### Supply network

Scale: 2 px per um. Pins as bars on the die edge.
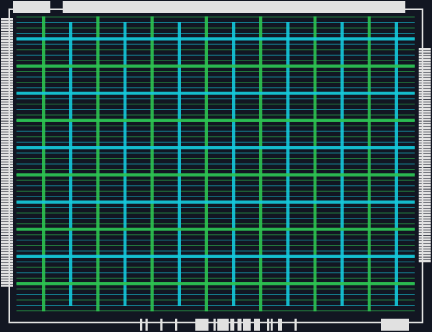
### Cell classes on the final placement

Scale: 1.5 px per um. Fill, decap, tap and diode cells in grey.
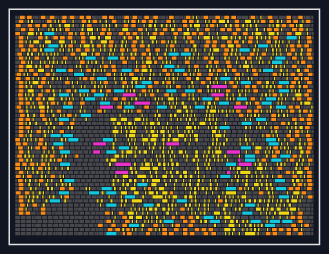
### Clock network drawn from the DEF

Scale: 3 px per um.
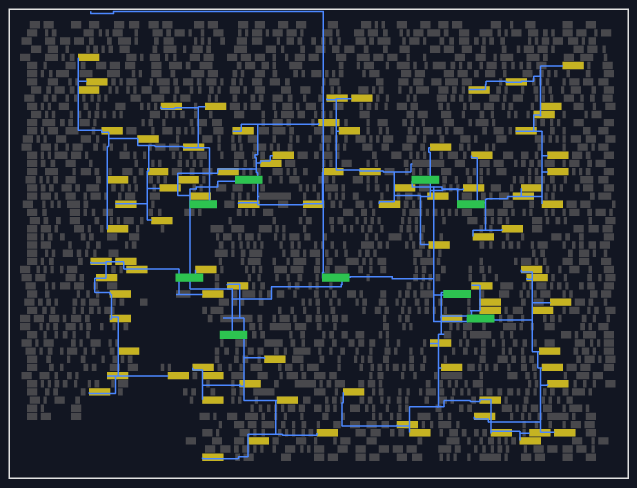
$ cat config.mk
export PLATFORM = sky130hd
export DESIGN_NAME = serial_link_chan_sched
export DESIGN_NICKNAME = d
export VERILOG_FILES = /design/src/rtl/serial_link_pkg.sv /design/src/rtl/serial_link_credit_cnt.sv /design/src/rtl/serial_link_chan_sched.sv
export SDC_FILE = /design/constraint.sdc
export NUM_CORES = 1
export LEC_CHECK = 0
export ABC_AREA = 1
export CELL_PAD_IN_SITES_DETAIL_PLACEMENT = 1
export CELL_PAD_IN_SITES_GLOBAL_PLACEMENT = 1
export CORE_ASPECT_RATIO = 0.75
export CORE_MARGIN = 3
export CORE_UTILIZATION = 29
export CTS_CLUSTER_SIZE = 24
export DETAILED_ROUTE_END_ITERATION = 10
export GPL_TIMING_DRIVEN = 1
export PLACE_DENSITY_LB_ADDON = 0.25
export SYNTH_ARGS = -nofsm -noshare
export SYNTH_HDL_FRONTEND = slang
export SYNTH_SLANG_ARGS = --single-unit
$ cat constraint.sdc
create_clock -name clk_i -period 13.6 [get_ports clk_i]
set_input_delay 1.36 -clock clk_i [delete_from_list [all_inputs] [get_ports clk_i]]
set_output_delay 1.36 -clock clk_i [all_outputs]
set_load 0.1 [all_outputs]
$ cat src/rtl/serial_link_pkg.sv
// Shared definitions for the serial-link channel scheduler.
// Holds the requester count, the index of each AXI channel stream,
// the per-requester credit depth and the derived counter/id types.
package serial_link_pkg;

  localparam int NumReq     = 5;
  localparam int NumCredits = 8;
  localparam int CreditW    = $clog2(NumCredits + 1);
  localparam int IdW        = $clog2(NumReq);

  // Requester index order on the shared payload path.
  localparam int ChanAw = 0;
  localparam int ChanW  = 1;
  localparam int ChanB  = 2;
  localparam int ChanAr = 3;
  localparam int ChanR  = 4;

  typedef logic [CreditW-1:0] credit_cnt_t;
  typedef logic [IdW-1:0]     chan_id_t;

endpackage

$ cat src/rtl/serial_link_credit_cnt.sv
// Per-requester credit counter mirroring free slots in the remote FIFO.
// Ports:
//   clk_i, rst_i  clock, synchronous active-high reset
//   clr_i         re-initialise to NumCredits (link retrain), wins over inc/dec
//   dec_i         a beat was granted this cycle
//   inc_i         one credit returned this cycle
//   count_o       current credit count
//   nonzero_o     at least one credit available
//   ovf_o         pulse: return arrived while already full (and no grant)
module serial_link_credit_cnt
  import serial_link_pkg::*;
(
  input  logic        clk_i,
  input  logic        rst_i,
  input  logic        clr_i,
  input  logic        dec_i,
  input  logic        inc_i,
  output credit_cnt_t count_o,
  output logic        nonzero_o,
  output logic        ovf_o
);

  credit_cnt_t count_q;
  logic        at_max;

  assign at_max = (count_q == credit_cnt_t'(NumCredits));

  // NOTE: state registers use non-blocking assignments so every flop samples
  // pre-edge values, independent of statement order.
  always_ff @(posedge clk_i) begin
    if (rst_i || clr_i) begin
      count_q <= credit_cnt_t'(NumCredits);
    end else if (dec_i && !inc_i) begin
      // Grant only happens when nonzero_o is set, so this never wraps.
      count_q <= count_q - credit_cnt_t'(1);
    end else if (inc_i && !dec_i && !at_max) begin
      count_q <= count_q + credit_cnt_t'(1);
    end
  end

  assign count_o   = count_q;
  assign nonzero_o = (count_q != '0);
  // A simultaneous grant cancels the return, so that case is not an overflow.
  assign ovf_o     = inc_i & ~dec_i & at_max & ~clr_i;

endmodule

$ cat src/rtl/serial_link_chan_sched.sv
// Credit-based round-robin scheduler sharing the serial-link payload path
// between the AW, W, B, AR and R streams.
// Ports:
//   clk_i, rst_i     clock, synchronous active-high reset
//   req_valid_i      per-requester beat valid
//   req_ready_o      per-requester beat accepted (one-hot, combinational)
//   req_data_i       per-requester payload
//   link_valid_o     output register holds a beat
//   link_ready_i     link accepts the beat
//   link_data_o      output payload
//   link_id_o        requester index of the output beat
//   chan_en_i        requester enable from config registers
//   credit_ret_i     one-credit return pulse per requester
//   credit_reset_i   re-initialise all credits, clear credit_err_o
//   credits_o        registered credit count per requester
//   credit_err_o     sticky: credit returned while counter was full
module serial_link_chan_sched
  import serial_link_pkg::*;
#(
  parameter int PayloadWidth = 64
) (
  input  logic                                  clk_i,
  input  logic                                  rst_i,
  input  logic        [NumReq-1:0]              req_valid_i,
  output logic        [NumReq-1:0]              req_ready_o,
  input  logic        [NumReq-1:0][PayloadWidth-1:0] req_data_i,
  output logic                                  link_valid_o,
  input  logic                                  link_ready_i,
  output logic        [PayloadWidth-1:0]        link_data_o,
  output chan_id_t                              link_id_o,
  input  logic        [NumReq-1:0]              chan_en_i,
  input  logic        [NumReq-1:0]              credit_ret_i,
  input  logic                                  credit_reset_i,
  output credit_cnt_t [NumReq-1:0]              credits_o,
  output logic                                  credit_err_o
);

  logic [NumReq-1:0] nonzero;
  logic [NumReq-1:0] ovf;
  logic [NumReq-1:0] eligible;
  logic [NumReq-1:0] grant;
  logic              pick_any;
  chan_id_t          pick_id;
  chan_id_t          rr_ptr_q;
  chan_id_t          rr_next;
  logic              out_free;
  int                idx;

  // Reset and credit re-initialisation both block new grants.
  assign eligible = req_valid_i & chan_en_i & nonzero
                  & {NumReq{~credit_reset_i & ~rst_i}};
  assign out_free = ~link_valid_o | link_ready_i;

  // Priority search over eligible requesters, rotated to start at rr_ptr.
  // NOTE: every variable gets a default before any conditional write so the
  // block stays purely combinational (no latch).
  always_comb begin
    pick_any = 1'b0;
    pick_id  = '0;
    idx      = 0;
    grant    = '0;
    for (int k = 0; k < NumReq; k++) begin
      idx = (int'(rr_ptr_q) + k) % NumReq;
      if (!pick_any && eligible[idx]) begin
        pick_any = 1'b1;
        pick_id  = chan_id_t'(idx);
      end
    end
    if (pick_any && out_free) grant[pick_id] = 1'b1;
  end

  assign req_ready_o = grant;
  assign rr_next     = (pick_id == chan_id_t'(NumReq - 1)) ? '0
                                                           : pick_id + chan_id_t'(1);

  always_ff @(posedge clk_i) begin
    if (rst_i) begin
      link_valid_o <= 1'b0;
      link_data_o  <= '0;
      link_id_o    <= '0;
      rr_ptr_q     <= '0;
    end else if (out_free) begin
      // A stalled beat (valid & !ready) never enters this branch, so the
      // payload and id are held until the link takes them.
      link_valid_o <= pick_any;
      if (pick_any) begin
        link_data_o <= req_data_i[pick_id];
        link_id_o   <= pick_id;
        rr_ptr_q    <= rr_next;
      end
    end
  end

  always_ff @(posedge clk_i) begin
    if (rst_i || credit_reset_i) begin
      credit_err_o <= 1'b0;
    end else if (|ovf) begin
      credit_err_o <= 1'b1;
    end
  end

  for (genvar i = 0; i < NumReq; i++) begin : g_credit
    serial_link_credit_cnt u_cnt (
      .clk_i     (clk_i),
      .rst_i     (rst_i),
      .clr_i     (credit_reset_i),
      .dec_i     (grant[i]),
      .inc_i     (credit_ret_i[i]),
      .count_o   (credits_o[i]),
      .nonzero_o (nonzero[i]),
      .ovf_o     (ovf[i])
    );
  end

endmodule
==> results.tsv <==
metric	value	unit
clock buffer and inverter area fraction after layout	0.0254	
minimum hold slack	0.494	ns
count of hold-fix buffers inserted at cts	0	
register share after synthesis	0.212	
area growth from synthesis to layout	54.2	%
end of the critical path	req_ready_o[2]	
count of final hold-check violations	0	
most numerous cell in the Yosys netlist	nand2_1	
Post-Synthesis Net Count	1828	
number of remaining DRC errors	0	
Largest type area fraction	0.212	
CTS tree	yes	
data arrival time of the critical path	6.52	ns
initial antenna violation count	3	
status	finished clean	
HPWL after DPL	31800	um
total iterations of the first detailed-routing run	5	
final count of pins violating max slew	0	
Worst Setup Start Kind	flip-flop	
global-route total usage across every layer	0.238	
crit-path leading delay family	simple AND/OR/NAND/NOR gates	
fin util	0.458	
Cells after Synth	1454	
Multiplexer share	0	
number of cells in the design after placement	2206	
commonest cells in the netlist	315 x nand2_1, 244 x nor2_1, 214 x inv_1, 123 x o21ai_1, 104 x o21ai_0	
maximum level of the CTS H-tree	3	
antenna-violating nets left	0	
pin count of the biggest net entering global routing	142	
area fraction in and, or, nand and nor cells after synthesis	0.340	
Reg clk slew, reported paths	0.07	ns
Congestion Overflow GR	0	
max frequency	0.127	GHz
input/output buffers	432	
Back to the opening pictures, 'Supply network':
- cyan: VDD
- green: VSS
- signal pins: 433
- rows: 54
- met5 straps: 10
placeable core area: 0.0293 sq mm
y dimension of the die: 156 um

Back to the opening pictures, 'Cell classes on the final placement':
- yellow: combinational and other logic (cells 1,282)
- cyan: sequential cells (cells 92)
- orange: remaining buffers and delay cells (cells 440)
- magenta: clock drivers and dummy loads (cells 15)

Back to the opening pictures, 'Clock network drawn from the DEF':
- green: clock drivers (count 9)
- blue: clock wires (length 1,650 um)
- yellow: flip-flops (count 92)
- routed clock nets: 10
insertion delay of the later-clocked pin in the worst-skew pair: 0.35 ns
Worst Clk Skew: 0.00854 ns

## sequential cells by signal (all words and copies together), names as in the netlist
register                cells
link_data_o                64
link_valid_o                1
rr_ptr_q                    3
link_id_o                   3
g_credit.u_cnt.count_o     20
credit_err_o                1
## layer usage
metal,routed length [um],part of all wire,vias to the layer above,global-route usage
li1,-,-,5341,-
met1,17300,0.43,5004,0.301
met2,18900,0.47,300,0.401
met3,2870,0.072,43,0.0630
met4,871,0.022,0,0.0656
met5,0,0,-,0
## cells by family after synthesis
logic type | count (synthesis)
XOR/XNOR | 10
AND/OR/NAND/NOR | 692
AND-OR/OR-AND | 316
adder cells (fa/ha/maj) | 35
flip-flops | 92
buffers and inverters | 309
